## config.mk

```make
export PLATFORM = sky130hd
export DESIGN_NAME = epsilon_serializer_flat
export DESIGN_NICKNAME = d
export VERILOG_FILES = /design/src/rtl/epsilon_serializer_if.sv /design/src/rtl/epsilon_serializer.sv /design/src/flat_wrapper.sv
export SDC_FILE = /design/constraint.sdc
export NUM_CORES = 1
export LEC_CHECK = 0
export CAP_MARGIN = 5
export CORE_MARGIN = 10
export CORE_UTILIZATION = 35
export DETAILED_ROUTE_END_ITERATION = 10
export GPL_TIMING_DRIVEN = 1
export MAX_ROUTING_LAYER = met4
export SETUP_SLACK_MARGIN = 0.1
export SYNTH_ARGS = -nofsm -noshare
export SYNTH_HDL_FRONTEND = slang
export SYNTH_SLANG_ARGS = --single-unit
export TNS_END_PERCENT = 100
```

## constraint.sdc

```tcl
create_clock -name clk -period 3.5 [get_ports clk]
set_input_delay 1.05 -clock clk [delete_from_list [all_inputs] [get_ports clk]]
set_output_delay 1.05 -clock clk [all_outputs]
set_load 0.02 [all_outputs]
```

## src/rtl/epsilon_serializer_if.sv

```systemverilog
// Byte-in / bit-out bus between a byte source and the epsilon serializer.
//   byte_dat/byte_vld/byte_rdy : byte handshake, transfer when vld && rdy on clk rise
//   epsilon_rsc_dat            : serialized frame bit
//   epsilon_vld                : epsilon_rsc_dat carries a frame bit
//   epsilon_triosy_lz          : pulse coincident with the last bit of a frame
interface epsilon_serializer_if;
    logic [7:0] byte_dat;
    logic       byte_vld;
    logic       byte_rdy;
    logic       epsilon_rsc_dat;
    logic       epsilon_vld;
    logic       epsilon_triosy_lz;

    modport master (
        output byte_dat, byte_vld,
        input  byte_rdy, epsilon_rsc_dat, epsilon_vld, epsilon_triosy_lz
    );

    modport slave (
        input  byte_dat, byte_vld,
        output byte_rdy, epsilon_rsc_dat, epsilon_vld, epsilon_triosy_lz
    );
endinterface

```

## src/rtl/epsilon_serializer.sv

```systemverilog
// Epsilon serializer: buffers source bytes in a small FIFO and emits a frame
// of FRAME_BITS bits, LSB first, toward a monobit tester.
// Ports:
//   clk, rst      : clock, asynchronous active-high reset
//   start         : begin a frame (sampled only in IDLE)
//   bus (slave)   : byte handshake in, epsilon bit stream out
//   busy          : FSM not in IDLE
//   underrun      : sticky, a SHIFT cycle found no bit available
//   bit_count     : frame bits emitted in the current frame
// Optional feature: define EPSILON_PRNG_FILL_EN to fill starved cycles with
// bits from a 16-bit Fibonacci LFSR instead of stalling.
module epsilon_serializer #(
    parameter int unsigned FRAME_BITS = 128,
    parameter int unsigned FIFO_DEPTH = 4
) (
    input  logic                 clk,
    input  logic                 rst,
    input  logic                 start,
    epsilon_serializer_if.slave  bus,
    output logic                 busy,
    output logic                 underrun,
    output logic [15:0]          bit_count
);

    localparam int unsigned PTR_W = (FIFO_DEPTH > 1) ? $clog2(FIFO_DEPTH) : 1;
    localparam int unsigned CNT_W = PTR_W + 1;

    typedef enum logic [1:0] {
        IDLE  = 2'd0,
        SHIFT = 2'd1,
        DONE  = 2'd2
    } state_t;

    state_t             state_q, state_d;
    logic [7:0]         mem_q [FIFO_DEPTH];
    logic [PTR_W-1:0]   wr_ptr_q, wr_ptr_d;
    logic [PTR_W-1:0]   rd_ptr_q, rd_ptr_d;
    logic [CNT_W-1:0]   count_q, count_d;
    logic               byte_rdy_q, byte_rdy_d;
    logic [7:0]         sh_data_q, sh_data_d;
    logic [3:0]         sh_cnt_q, sh_cnt_d;
    logic [15:0]        bit_count_q, bit_count_d;
    logic               underrun_q, underrun_d;
    logic               busy_q, busy_d;
    logic               dat_q, dat_d;
    logic               vld_q, vld_d;
    logic               lz_q, lz_d;
    logic               push, pop, emit, fifo_empty, last_bit;
`ifdef EPSILON_PRNG_FILL_EN
    logic [15:0]        lfsr_q, lfsr_d;
`endif

    assign push       = bus.byte_vld & byte_rdy_q;
    assign fifo_empty = (count_q == '0);
    assign last_bit   = (bit_count_q == 16'(FRAME_BITS - 1));

    // Next-state, shifter, FIFO pointer and output decode
    always_comb begin
        state_d     = state_q;
        sh_data_d   = sh_data_q;
        sh_cnt_d    = sh_cnt_q;
        bit_count_d = bit_count_q;
        underrun_d  = underrun_q;
        dat_d       = 1'b0;
        vld_d       = 1'b0;
        lz_d        = 1'b0;
        pop         = 1'b0;
        emit        = 1'b0;
`ifdef EPSILON_PRNG_FILL_EN
        lfsr_d      = lfsr_q;
`endif

        case (state_q)
            IDLE: begin
                if (start) begin
                    state_d     = SHIFT;
                    bit_count_d = 16'd0;
                    underrun_d  = 1'b0;
                end
            end
            SHIFT: begin
                if (sh_cnt_q != 4'd0) begin
                    emit      = 1'b1;
                    dat_d     = sh_data_q[0];
                    sh_data_d = {1'b0, sh_data_q[7:1]};
                    sh_cnt_d  = sh_cnt_q - 4'd1;
                    // Reload behind the last shifter bit so bytes run back to back
                    if (sh_cnt_q == 4'd1 && !fifo_empty && !last_bit) begin
                        pop       = 1'b1;
                        sh_data_d = mem_q[rd_ptr_q];
                        sh_cnt_d  = 4'd8;
                    end
                end else if (!fifo_empty) begin
                    pop       = 1'b1;
                    sh_data_d = mem_q[rd_ptr_q];
                    sh_cnt_d  = 4'd8;
                end else begin
                    underrun_d = 1'b1;
`ifdef EPSILON_PRNG_FILL_EN
                    emit   = 1'b1;
                    dat_d  = lfsr_q[0];
                    lfsr_d = {lfsr_q[0] ^ lfsr_q[2] ^ lfsr_q[3] ^ lfsr_q[5], lfsr_q[15:1]};
`endif
                end

                if (emit) begin
                    vld_d       = 1'b1;
                    bit_count_d = bit_count_q + 16'd1;
                    // Frame end: residual shifter bits are dropped, FIFO kept
                    if (last_bit) begin
                        lz_d     = 1'b1;
                        state_d  = DONE;
                        sh_cnt_d = 4'd0;
                    end
                end
            end
            DONE: begin
                state_d = IDLE;
            end
            default: begin
                state_d = IDLE;
            end
        endcase
    end

    // FIFO bookkeeping; ready tracks registered occupancy only
    always_comb begin
        wr_ptr_d   = push ? wr_ptr_q + PTR_W'(1) : wr_ptr_q;
        rd_ptr_d   = pop  ? rd_ptr_q + PTR_W'(1) : rd_ptr_q;
        count_d    = count_q + CNT_W'(push) - CNT_W'(pop);
        byte_rdy_d = (count_d < CNT_W'(FIFO_DEPTH));
        busy_d     = (state_d != IDLE);
    end

    // State and control registers
    always_ff @(posedge clk or posedge rst) begin
        if (rst) begin
            state_q     <= IDLE;
            wr_ptr_q    <= '0;
            rd_ptr_q    <= '0;
            count_q     <= '0;
            byte_rdy_q  <= 1'b1;
            sh_data_q   <= 8'd0;
            sh_cnt_q    <= 4'd0;
            bit_count_q <= 16'd0;
            underrun_q  <= 1'b0;
            busy_q      <= 1'b0;
            dat_q       <= 1'b0;
            vld_q       <= 1'b0;
            lz_q        <= 1'b0;
        end else begin
            state_q     <= state_d;
            wr_ptr_q    <= wr_ptr_d;
            rd_ptr_q    <= rd_ptr_d;
            count_q     <= count_d;
            byte_rdy_q  <= byte_rdy_d;
            sh_data_q   <= sh_data_d;
            sh_cnt_q    <= sh_cnt_d;
            bit_count_q <= bit_count_d;
            underrun_q  <= underrun_d;
            busy_q      <= busy_d;
            dat_q       <= dat_d;
            vld_q       <= vld_d;
            lz_q        <= lz_d;
        end
    end

`ifdef EPSILON_PRNG_FILL_EN
    // Fill generator, advances only when it supplies a bit
    always_ff @(posedge clk or posedge rst) begin
        if (rst) lfsr_q <= 16'hACE1;
        else     lfsr_q <= lfsr_d;
    end
`endif

    // FIFO storage; contents are don't-care while unoccupied
    always_ff @(posedge clk) begin
        if (push) mem_q[wr_ptr_q] <= bus.byte_dat;
    end

    assign bus.byte_rdy          = byte_rdy_q;
    assign bus.epsilon_rsc_dat   = dat_q;
    assign bus.epsilon_vld       = vld_q;
    assign bus.epsilon_triosy_lz = lz_q;
    assign busy                  = busy_q;
    assign underrun              = underrun_q;
    assign bit_count             = bit_count_q;

endmodule

```

## src/flat_wrapper.sv

```systemverilog
// flat-port wrapper written by rule: the top's interface ports become plain ports
module epsilon_serializer_flat 
#(
    parameter int unsigned FRAME_BITS = 128,
    parameter int unsigned FIFO_DEPTH = 4
)
  (clk, rst, start, busy, underrun, bit_count, bus_byte_dat, bus_byte_vld, bus_byte_rdy, bus_epsilon_rsc_dat, bus_epsilon_vld, bus_epsilon_triosy_lz);
  epsilon_serializer_if bus_i ();
  input  logic clk;
  input  logic rst;
  input  logic start;
  output logic busy;
  output logic underrun;
  output logic [15:0] bit_count;
  input wire logic [$bits(bus_i.byte_dat)-1:0] bus_byte_dat;
  input wire logic [$bits(bus_i.byte_vld)-1:0] bus_byte_vld;
  output wire logic [$bits(bus_i.byte_rdy)-1:0] bus_byte_rdy;
  output wire logic [$bits(bus_i.epsilon_rsc_dat)-1:0] bus_epsilon_rsc_dat;
  output wire logic [$bits(bus_i.epsilon_vld)-1:0] bus_epsilon_vld;
  output wire logic [$bits(bus_i.epsilon_triosy_lz)-1:0] bus_epsilon_triosy_lz;
  assign bus_i.byte_dat = bus_byte_dat;
  assign bus_i.byte_vld = bus_byte_vld;
  assign bus_byte_rdy = bus_i.byte_rdy;
  assign bus_epsilon_rsc_dat = bus_i.epsilon_rsc_dat;
  assign bus_epsilon_vld = bus_i.epsilon_vld;
  assign bus_epsilon_triosy_lz = bus_i.epsilon_triosy_lz;
  epsilon_serializer #(.FRAME_BITS(FRAME_BITS), .FIFO_DEPTH(FIFO_DEPTH)) u_core (.clk(clk), .rst(rst), .start(start), .bus(bus_i), .busy(busy), .underrun(underrun), .bit_count(bit_count));
endmodule
```

### Nets reached from selected ports

The bar under the picture is 20 um long.
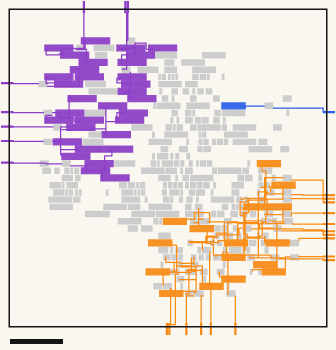
| color | port | bits | direction | end cells | wire |
|---|---|---|---|---|---|
| blue | bus_epsilon_vld | 1 | output | 1 | 29.1 um |
| orange | bit_count | 16 | output | 16 | 912 um |
| purple | bus_byte_dat | 8 | input | 32 | 364 um |

### Cell outlines without signal wires

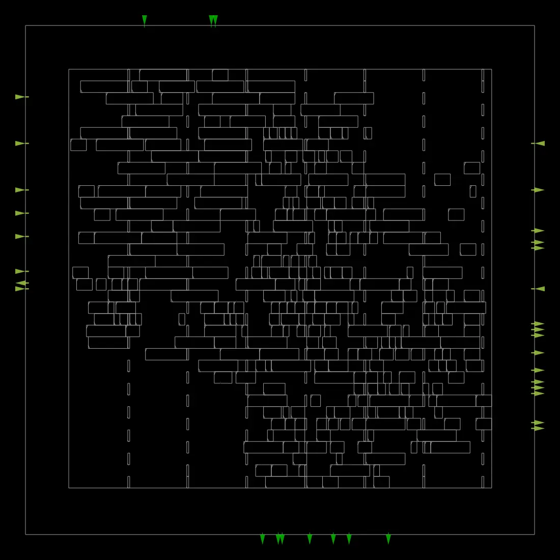
count of flip-flops and latches: 75
cell row count: 36
Tap Count: 133

### Cell density map

The bar under the picture is 20 um long. The die is cut into 12 by 12 equal tiles; white is low, dark blue is high, 0 to 100% covered.
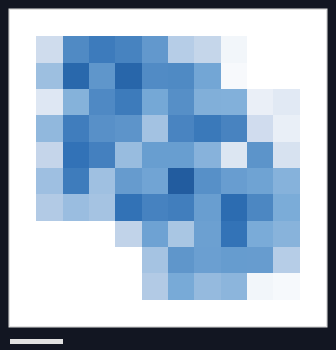
tiles over 75% full: 2.8%
emptiest ninth of the die: bottom left
mean over tiles: 28%
fullest tile: 82%
densest ninth of the die: middle
nearly empty tiles: 41%

==> notes.md <==
The full implementation flow was run.

The flow ran to the end, and the final reports show no timing, DRC or antenna violations. The endpoint of the worst hold path is reported as u_core.sh_data_q[7]. The area fraction in full adders, half adders and majority gates stands at 4.23%. The post-placement cell count stands at 443. The setup slack of the critical path after layout stands at 0.418 ns.

Post-synthesis, Yosys gives the total cell area as between 0.003 and 0.004 mm^2. For reference, the final report shows the hold violation count at 0. The register with the most flip-flops in the layout has 32 of them. In this run the biggest area consumer among cell types represents between 30% and 40% of the synthesized area. The top cell types in the final layout, fill and taps aside, are sky130_fd_sc_hd__dfrtp_1, sky130_fd_sc_hd__clkdlybuf4s50_1, sky130_fd_sc_hd__edfxtp_1, sky130_fd_sc_hd__nand2_1, sky130_fd_sc_hd__nor2_1.

In the final layout, clock buffers and inverters account for roughly 5.1% of the cell area. The number of antenna violations at the first check in global routing stands at 0. The number of vias in the routed layout stands at approximately 2,300. The sequential standard cell area stands at 0.00204 mm^2. The number of diodes stands at 0.

Setup repair after global routing left no endpoint under its margin. The number of fill cells in the layout stands at 911. Entering global routing, the biggest net connects 24 pins.

The post-layout utilization of the core stands at ~43%. The H-tree level count stands at 3. The power attributed to sequential cells stands at around 1.4 mW. The global router's overall resource usage stands at 10.9%. The synthesized netlist devotes ~16% of its cell area to simple gates.

The part of the total power dissipated in the clock network stands at 22.6%. Summed over all instances, the cell type with the most area after synthesis is sky130_fd_sc_hd__dfrtp_1. No sink is reached through more buffers than the 2 on the longest clock path. The hold path depth stands at 2.

Per the OpenROAD power report, switching power amounts to between 1 and 1.5 mW. The setup slack at placement stands at approximately 0.34 ns. Yosys printed 0 warnings. Per the synthesis report, the number of distinct cell types is around 45. The cell-mix breakdown from Yosys lists the compound-gate area share as approximately a tenth. The longest incremental delay of any stage on the critical path is reported as 0.48 ns. The final-layout non-clock buffer area share stands at 9.72%.

The commonest cells after synthesis are sky130_fd_sc_hd__dfrtp_1, sky130_fd_sc_hd__edfxtp_1, sky130_fd_sc_hd__nand2_1. In the final report, the number of pins over their slew limit comes to 0. The effective utilization at floorplan stands at 35.5%. The count of warning messages emitted by the tools stands at 31. Post-route period utilization is reported as around nine tenths.

The clock-pin slew reported for the worst setup and hold paths after clock tree synthesis stands at approximately 0.08 ns. The mean area per synthesized cell stands at about 12 um^2. The remaining max-slew budget at the tightest pin stands at ~44%.

Total power for the finished layout comes to between 3 and 4 mW. The slowest stage of the critical path is the sky130_fd_sc_hd__dfrtp_1 cell. In this run, the combinational gates consume about 34% of the power. The data required time of the critical path stands at ~3.8 ns.

The synthesis stats list as the most numerous cell sky130_fd_sc_hd__dfrtp_1. The register share of the cell area stands at between 40% and 50%. For reference, the critical path is captured by u_core.count_q[2]. The total length of routed met3 wires stands at approximately 360 um. The data arrival time reported for the critical path is about 3.3 ns. In the synthesized netlist, the dominant kind of combinational cell is simple AND/OR/NAND/NOR gates. The number of max-capacitance violations reported stands at 0. The launch point of the critical path was reported as u_core.bit_count[0]. The via count of the first global-routing pass stands at 2,364.

TritonCTS built the clock tree. In this run, synthesis inferred 32 flip-flops with an integrated enable. The post-detailed-placement half-perimeter wirelength stands at 5.06 mm. The worst register-to-register path has a setup slack of ~0.42 ns. The number of clock buffers inserted by TritonCTS stands at 9. The fmax stands at around 320 MHz. The count of clock tree sinks stands at roughly 75. The synthesized design contains 75 register bits. Non-clock inverters in the final layout number 15. In the detailed route, the total length drawn on met2 is roughly 3.4 mm. The min-delay analysis places its worst path in the category reg2reg.

The share of the synthesized netlist area taken by xor and xnor gates stands at around 2.6%. The fraction of registers with async set/reset stands at 57.3%. The aggregate routed wire length stands at just over 7 mm.

The sequential power share stands at between 40% and 50%. The power report lists the clock group at roughly 0.73 mW. Looking at the reg2reg group, the worst path starts from u_core.bit_count[0].

The maximum clock skew at final layout stands at 0.0115 ns. In the final layout, the share of cells above drive strength 1 is between 10% and 20%. Net switching is a little over a third of the power.

The count of cell instances traversed by the critical path stands at 13. Per report_power, the top consumer among the power groups is registers. Per the timing report, the biggest fanout along the worst path comes to 7.

The remaining design rule violation count stands at 0. Broken down by cell family, the worst path's largest delay share belongs to adder cells. The buffer and inverter count on the worst path stands at 3. The worst path needs 3.08 ns of the cycle, external delays included. The yosys stat cell total stands at around 280.

The cell count of the worst reg-to-reg path stands at 13. For this design the ratio of total power to cell area is ~770 mW/mm^2. The most used flip-flop cell after synthesis is sky130_fd_sc_hd__dfrtp_1.

For this block, wires on met1 add up to roughly 3.4 mm. Per the log, the first TritonRoute iteration ended with a DRC count of approximately 99. The script logs the mean routed wire length per placed instance as 15.7 um. The cell resize tally after clock tree synthesis stands at 0. Counting plain and timing-repair buffers in the layout gives 43. The report lists the cells along the critical path as ha_1, nor4b_1, nand4_1, a21oi_1, nor2_1, ha_1, inv_1, ha_1, inv_1, fa_1, xnor2_1, xor2_1, inv_1. The count of final setup violators stands at 0. The clock buffers instantiated in the layout total 9. Before antenna repair, the detailed router went through 4 iterations. The worst setup path is of the reg2reg kind.
### Supply network

The bar under the picture is 20 um long. Pins as bars on the die edge. Tap cells in gray.
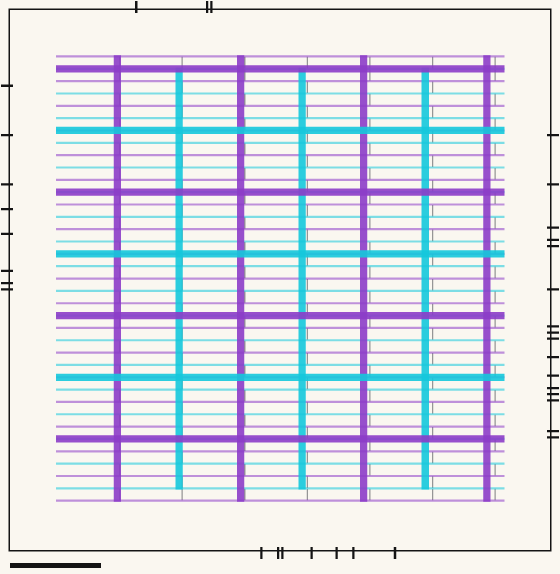
| color | net |
|---|---|
| cyan | VDD |
| purple | VSS |
tap cells: 133
met5 straps: 7
worst IR drop on VDD: 0.301 mV
Core Region: 0.00968 mm^2
die outline height: 119 um
horizontal extent of the die: 119 um

### Sequential cells grouped by signal name

The bar under the picture is 20 um long.
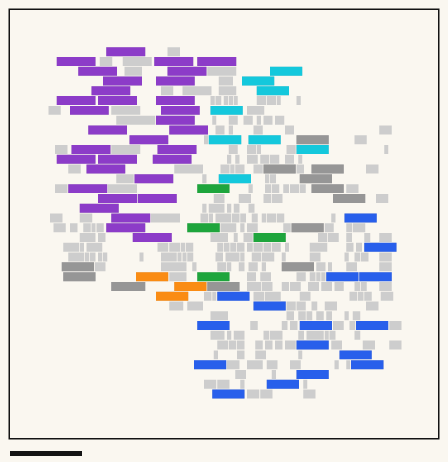
| color | netlist name | sequential cells |
|---|---|---|
| cyan | u_core.sh_data_q | 8 |
| purple | u_core.mem_q | 32 |
| blue | u_core.bit_count | 16 |
| green | u_core.sh_cnt_q | 4 |
| orange | u_core.count_q | 3 |

No activity file was given, so power comes from the tool's default toggle rates.
